<file path="src/rtl/pipeline_ctrl_pkg.sv">
// Shared encodings and defaults for the pipeline hazard controller.
package pipeline_ctrl_pkg;

  typedef enum logic {
    RUN     = 1'b0,
    MD_BUSY = 1'b1
  } md_state_e;

  localparam logic [31:0] NOP_INSN       = 32'h0000_0000;
  localparam logic [4:0]  REG_ZERO       = 5'd0;
  localparam int          MD_LATENCY_DEF = 4;
  localparam int          CNT_W_DEF      = 4;

endpackage

</file>
<file path="src/rtl/md_occupancy_fsm.sv">
// Mult/div occupancy of the X stage: issues the go pulse, then holds X for
// MD_LATENCY further cycles, flagging the final one as done.
module md_occupancy_fsm
  import pipeline_ctrl_pkg::*;
#(
  parameter int MD_LATENCY = MD_LATENCY_DEF,
  parameter int CNT_W      = CNT_W_DEF
) (
  input  logic clock,
  input  logic reset,
  input  logic md_req_i,
  output logic md_go_o,
  output logic md_busy_o,
  output logic md_done_o,
  output logic md_hold_o
);

  md_state_e        state_q, state_d;
  logic [CNT_W-1:0] cnt_q, cnt_d;

  always_ff @(posedge clock) begin
    if (reset) begin
      state_q <= RUN;
      cnt_q   <= {CNT_W{1'b0}};
    end else begin
      state_q <= state_d;
      cnt_q   <= cnt_d;
    end
  end

  always_comb begin
    state_d   = state_q;
    cnt_d     = cnt_q;
    md_go_o   = 1'b0;
    md_busy_o = 1'b0;
    md_done_o = 1'b0;
    md_hold_o = 1'b0;
    if (reset) begin
      state_d = RUN;
      cnt_d   = {CNT_W{1'b0}};
    end else begin
      case (state_q)
        RUN: begin
          if (md_req_i) begin
            md_go_o = 1'b1;
            state_d = MD_BUSY;
            cnt_d   = CNT_W'(MD_LATENCY - 1);
          end else begin
            state_d = RUN;
          end
        end
        MD_BUSY: begin
          md_busy_o = 1'b1;
          if (cnt_q == {CNT_W{1'b0}}) begin
            md_done_o = 1'b1;
            state_d   = RUN;
          end else begin
            md_hold_o = 1'b1;
            cnt_d     = cnt_q - {{(CNT_W-1){1'b0}}, 1'b1};
          end
        end
        default: begin
          state_d = RUN;
          cnt_d   = {CNT_W{1'b0}};
        end
      endcase
    end
  end

endmodule

</file>
<file path="src/rtl/pipeline_hazard_ctrl.sv">
// Pipeline latch enables/bubbles for load-use, branch flush and mult/div
// occupancy. Optional perf counters when PIPE_CTRL_PERF_EN is defined.
module pipeline_hazard_ctrl
  import pipeline_ctrl_pkg::*;
#(
  parameter int MD_LATENCY = MD_LATENCY_DEF,
  parameter int CNT_W      = CNT_W_DEF
) (
  input  logic       clock,
  input  logic       reset,
  input  logic       dx_is_load,
  input  logic       dx_is_md,
  input  logic [4:0] dx_rd,
  input  logic [4:0] fd_rs,
  input  logic [4:0] fd_rt,
  input  logic       fd_uses_rs,
  input  logic       fd_uses_rt,
  input  logic       branch_taken,
  output logic       pc_en,
  output logic       fd_en,
  output logic       dx_en,
  output logic       xm_en,
  output logic       mw_en,
  output logic       fd_bubble,
  output logic       dx_bubble,
  output logic       xm_bubble,
  output logic       md_go,
  output logic       md_busy,
  output logic       md_done
`ifdef PIPE_CTRL_PERF_EN
  ,
  output logic [31:0] stall_cycles,
  output logic [31:0] flush_events
`endif
);

  logic load_use_s;
  logic md_hold_s;
  logic flush_s;

  assign load_use_s = dx_is_load && (dx_rd != REG_ZERO) &&
                      ((fd_uses_rs && (fd_rs == dx_rd)) ||
                       (fd_uses_rt && (fd_rt == dx_rd)));

  md_occupancy_fsm #(
    .MD_LATENCY(MD_LATENCY),
    .CNT_W     (CNT_W)
  ) u_md_fsm (
    .clock    (clock),
    .reset    (reset),
    .md_req_i (dx_is_md),
    .md_go_o  (md_go),
    .md_busy_o(md_busy),
    .md_done_o(md_done),
    .md_hold_o(md_hold_s)
  );

  // Priority: reset > busy occupancy > md entry > branch flush > load-use.
  always_comb begin
    pc_en     = 1'b1;
    fd_en     = 1'b1;
    dx_en     = 1'b1;
    xm_en     = 1'b1;
    mw_en     = 1'b1;
    fd_bubble = 1'b0;
    dx_bubble = 1'b0;
    xm_bubble = 1'b0;
    flush_s   = 1'b0;
    if (reset) begin
      pc_en = 1'b0;
      fd_en = 1'b0;
      dx_en = 1'b0;
      xm_en = 1'b0;
      mw_en = 1'b0;
    end else if (md_busy) begin
      if (md_hold_s) begin
        pc_en     = 1'b0;
        fd_en     = 1'b0;
        dx_en     = 1'b0;
        xm_bubble = 1'b1;
      end else begin
        xm_bubble = 1'b0;
      end
    end else if (dx_is_md) begin
      pc_en     = 1'b0;
      fd_en     = 1'b0;
      dx_en     = 1'b0;
      xm_bubble = 1'b1;
    end else if (branch_taken) begin
      fd_bubble = 1'b1;
      dx_bubble = 1'b1;
      flush_s   = 1'b1;
    end else if (load_use_s) begin
      pc_en     = 1'b0;
      fd_en     = 1'b0;
      dx_bubble = 1'b1;
    end else begin
      flush_s = 1'b0;
    end
  end

`ifdef PIPE_CTRL_PERF_EN
  logic [31:0] stall_q, flush_q;

  always_ff @(posedge clock) begin
    if (reset) begin
      stall_q <= 32'h0000_0000;
      flush_q <= 32'h0000_0000;
    end else begin
      if (!pc_en && (stall_q != 32'hFFFF_FFFF)) stall_q <= stall_q + 32'd1;
      if (flush_s && (flush_q != 32'hFFFF_FFFF)) flush_q <= flush_q + 32'd1;
    end
  end

  assign stall_cycles = stall_q;
  assign flush_events = flush_q;
`endif

endmodule

</file>
<file path="config.mk">
export PLATFORM = sky130hd
export DESIGN_NAME = pipeline_hazard_ctrl
export DESIGN_NICKNAME = d
export VERILOG_FILES = /design/src/rtl/pipeline_ctrl_pkg.sv /design/src/rtl/md_occupancy_fsm.sv /design/src/rtl/pipeline_hazard_ctrl.sv
export SDC_FILE = /design/constraint.sdc
export NUM_CORES = 1
export LEC_CHECK = 0
export CAP_MARGIN = 20
export CORE_MARGIN = 4
export CORE_UTILIZATION = 36
export CTS_CLUSTER_SIZE = 20
export DETAILED_ROUTE_END_ITERATION = 10
export PLACE_DENSITY = 0.79
export SKIP_CTS_REPAIR_TIMING = 1
export SLEW_MARGIN = 20
export SYNTH_ARGS = -nofsm -noshare
export SYNTH_HDL_FRONTEND = slang
export SYNTH_SLANG_ARGS = --single-unit
</file>
<file path="constraint.sdc">
create_clock -name clock -period 5.2 [get_ports clock]
set_input_delay 1.04 -clock clock [delete_from_list [all_inputs] [get_ports clock]]
set_output_delay 1.04 -clock clock [all_outputs]
set_load 0.02 [all_outputs]
</file>
==> Slide: Implementation Results <==
Key Metrics from the Run

Cells and area
  – Post-layout util: 69.7%
  – Final Cell Area: around 800 µm²
  – Final #Nets: 114
  – Largest Register: u_md_fsm.cnt_q
  – Regs by FF count: u_md_fsm.cnt_q (4), u_md_fsm.state_q (1)
  – P&R area growth vs syn: 71.6%
  – Top cell excl fill/tap: clkdlybuf4s50_1

Logic synthesis
  – Fraction of registers with async set/reset: 0%
  – Post-synthesis mux area share: 3.16%
  – Yosys Chip Area: roughly 480 µm²
  – Main flop type after synthesis: dfxtp_1
  – Ys cells: 58
  – Mean Syn Cell Area: 8.20 µm²
  – Synth flops: 5
  – Syn Inst Count: between 50 and 60
  – Main area contributors: dfxtp_1, xnor2_1, nor2b_1
  – Leading area contributor after synthesis: dfxtp_1

Status
  – Status: completed

Timing
  – RSZ-0062 raised after global routing: false
  – Final setup vio count: 0
  – FMAX: 0.243 GHz
  – Tmin final: 4120 ps
  – Worst Clk Skew: 2.14 ps

Job
  – Tool warnings: 26

Detailed routing
  – 1st-pass router iterations: 3

Worst setup path
  – Reg2Reg Capture Point: u_md_fsm.state_q
  – Reg2Reg Depth: 5
  – Setup slack, reg-to-reg: 3570 ps
  – Worst R2R Start: u_md_fsm.cnt_q[0]
  – End of the critical path: fd_en
  – Critical path origin: dx_rd[1]

Worst hold path
  – Worst Hold Path EP: u_md_fsm.cnt_q[3]
  – HP Start: u_md_fsm.cnt_q[3]

Global route
  – Total gr overflow: 0

Floorplan
  – # IOs: 33

Placed design
  – Placed Area: 790 µm²
  – Port Buf Inserts: 32
  – Dpl ws: 1060 ps
  – DP HPWL: 1090 µm

Clock network
  – Cts bufs inserted: 3
  – H-tree depth: 1
  – CTS Sinks: 5
[power by group]
group / leakage, nW / internal (mW) / switching, mW
registers: 0.0413 / 0.0418 / 0.00502
clock network: 0.0150 / 0.0289 / 0.0140
logic: 0.242 / 0.0417 / 0.0289
total: 0.298 / 0.112 / 0.0479
[worst max-delay path: stages]
cell             delay, ps
clkdlybuf4s50_1        470
or4_1                  530
o21ai_1                180
nor3_1                  80
a21boi_2               170
clkdlybuf4s50_1        620
[final cells by class]
class	count	area (µm²)
fill	106	355
inverter	3	11.3
tap	14	17.5
timing repair buffer	32	320
multi-input combinational	46	340
sequential	5	100
clock buffer	4	26.3
[metal layers]
metal	up-vias	global-route usage, %	share of wire (%)
li1	268	-	-
met1	209	20.0	50
met2	14	22.4	46
met3	0	6.50	4.3
met4	0	1.81	0
met5	-	0	0
Fig. 1: routing congestion map
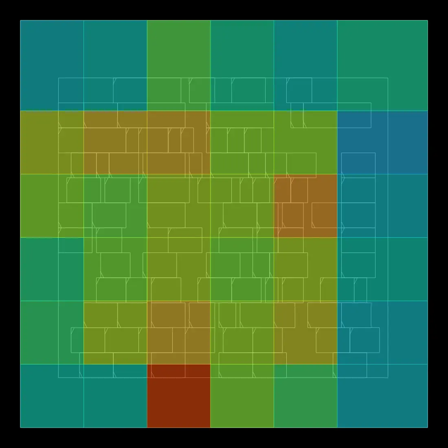
global-route layer with the greatest usage: met2
WL/cell: 12.2 µm
GR Util met3: 6.50%
met1 Use GR: 20.0%
GRT Total Usage: 14.9%

Fig. 2: clock network drawn from the DEF
Drawn at 12 px/µm.
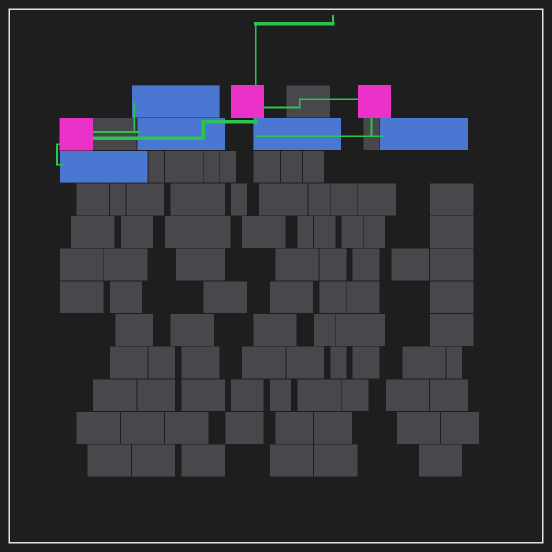
- cells driving clock nets: magenta (count 3)
- clock wires: green (length 65.8 µm)
- flip-flops: blue (count 5)
- routed clock nets: 4

Fig. 3: routed metal per tile
Drawn at 8 px/µm. The die is cut into 9 by 9 equal tiles; white is low, dark blue is high, scaled to the fullest tile. Values are wire area over tile area, all layers added.
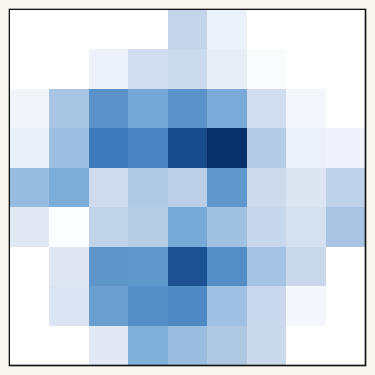
- emptiest ninth of the die: top right
- nearly empty tiles: 26%
- tiles over half the peak: 20%
- fullest tile: 0.39

Power is estimated from default activity; no workload was simulated.
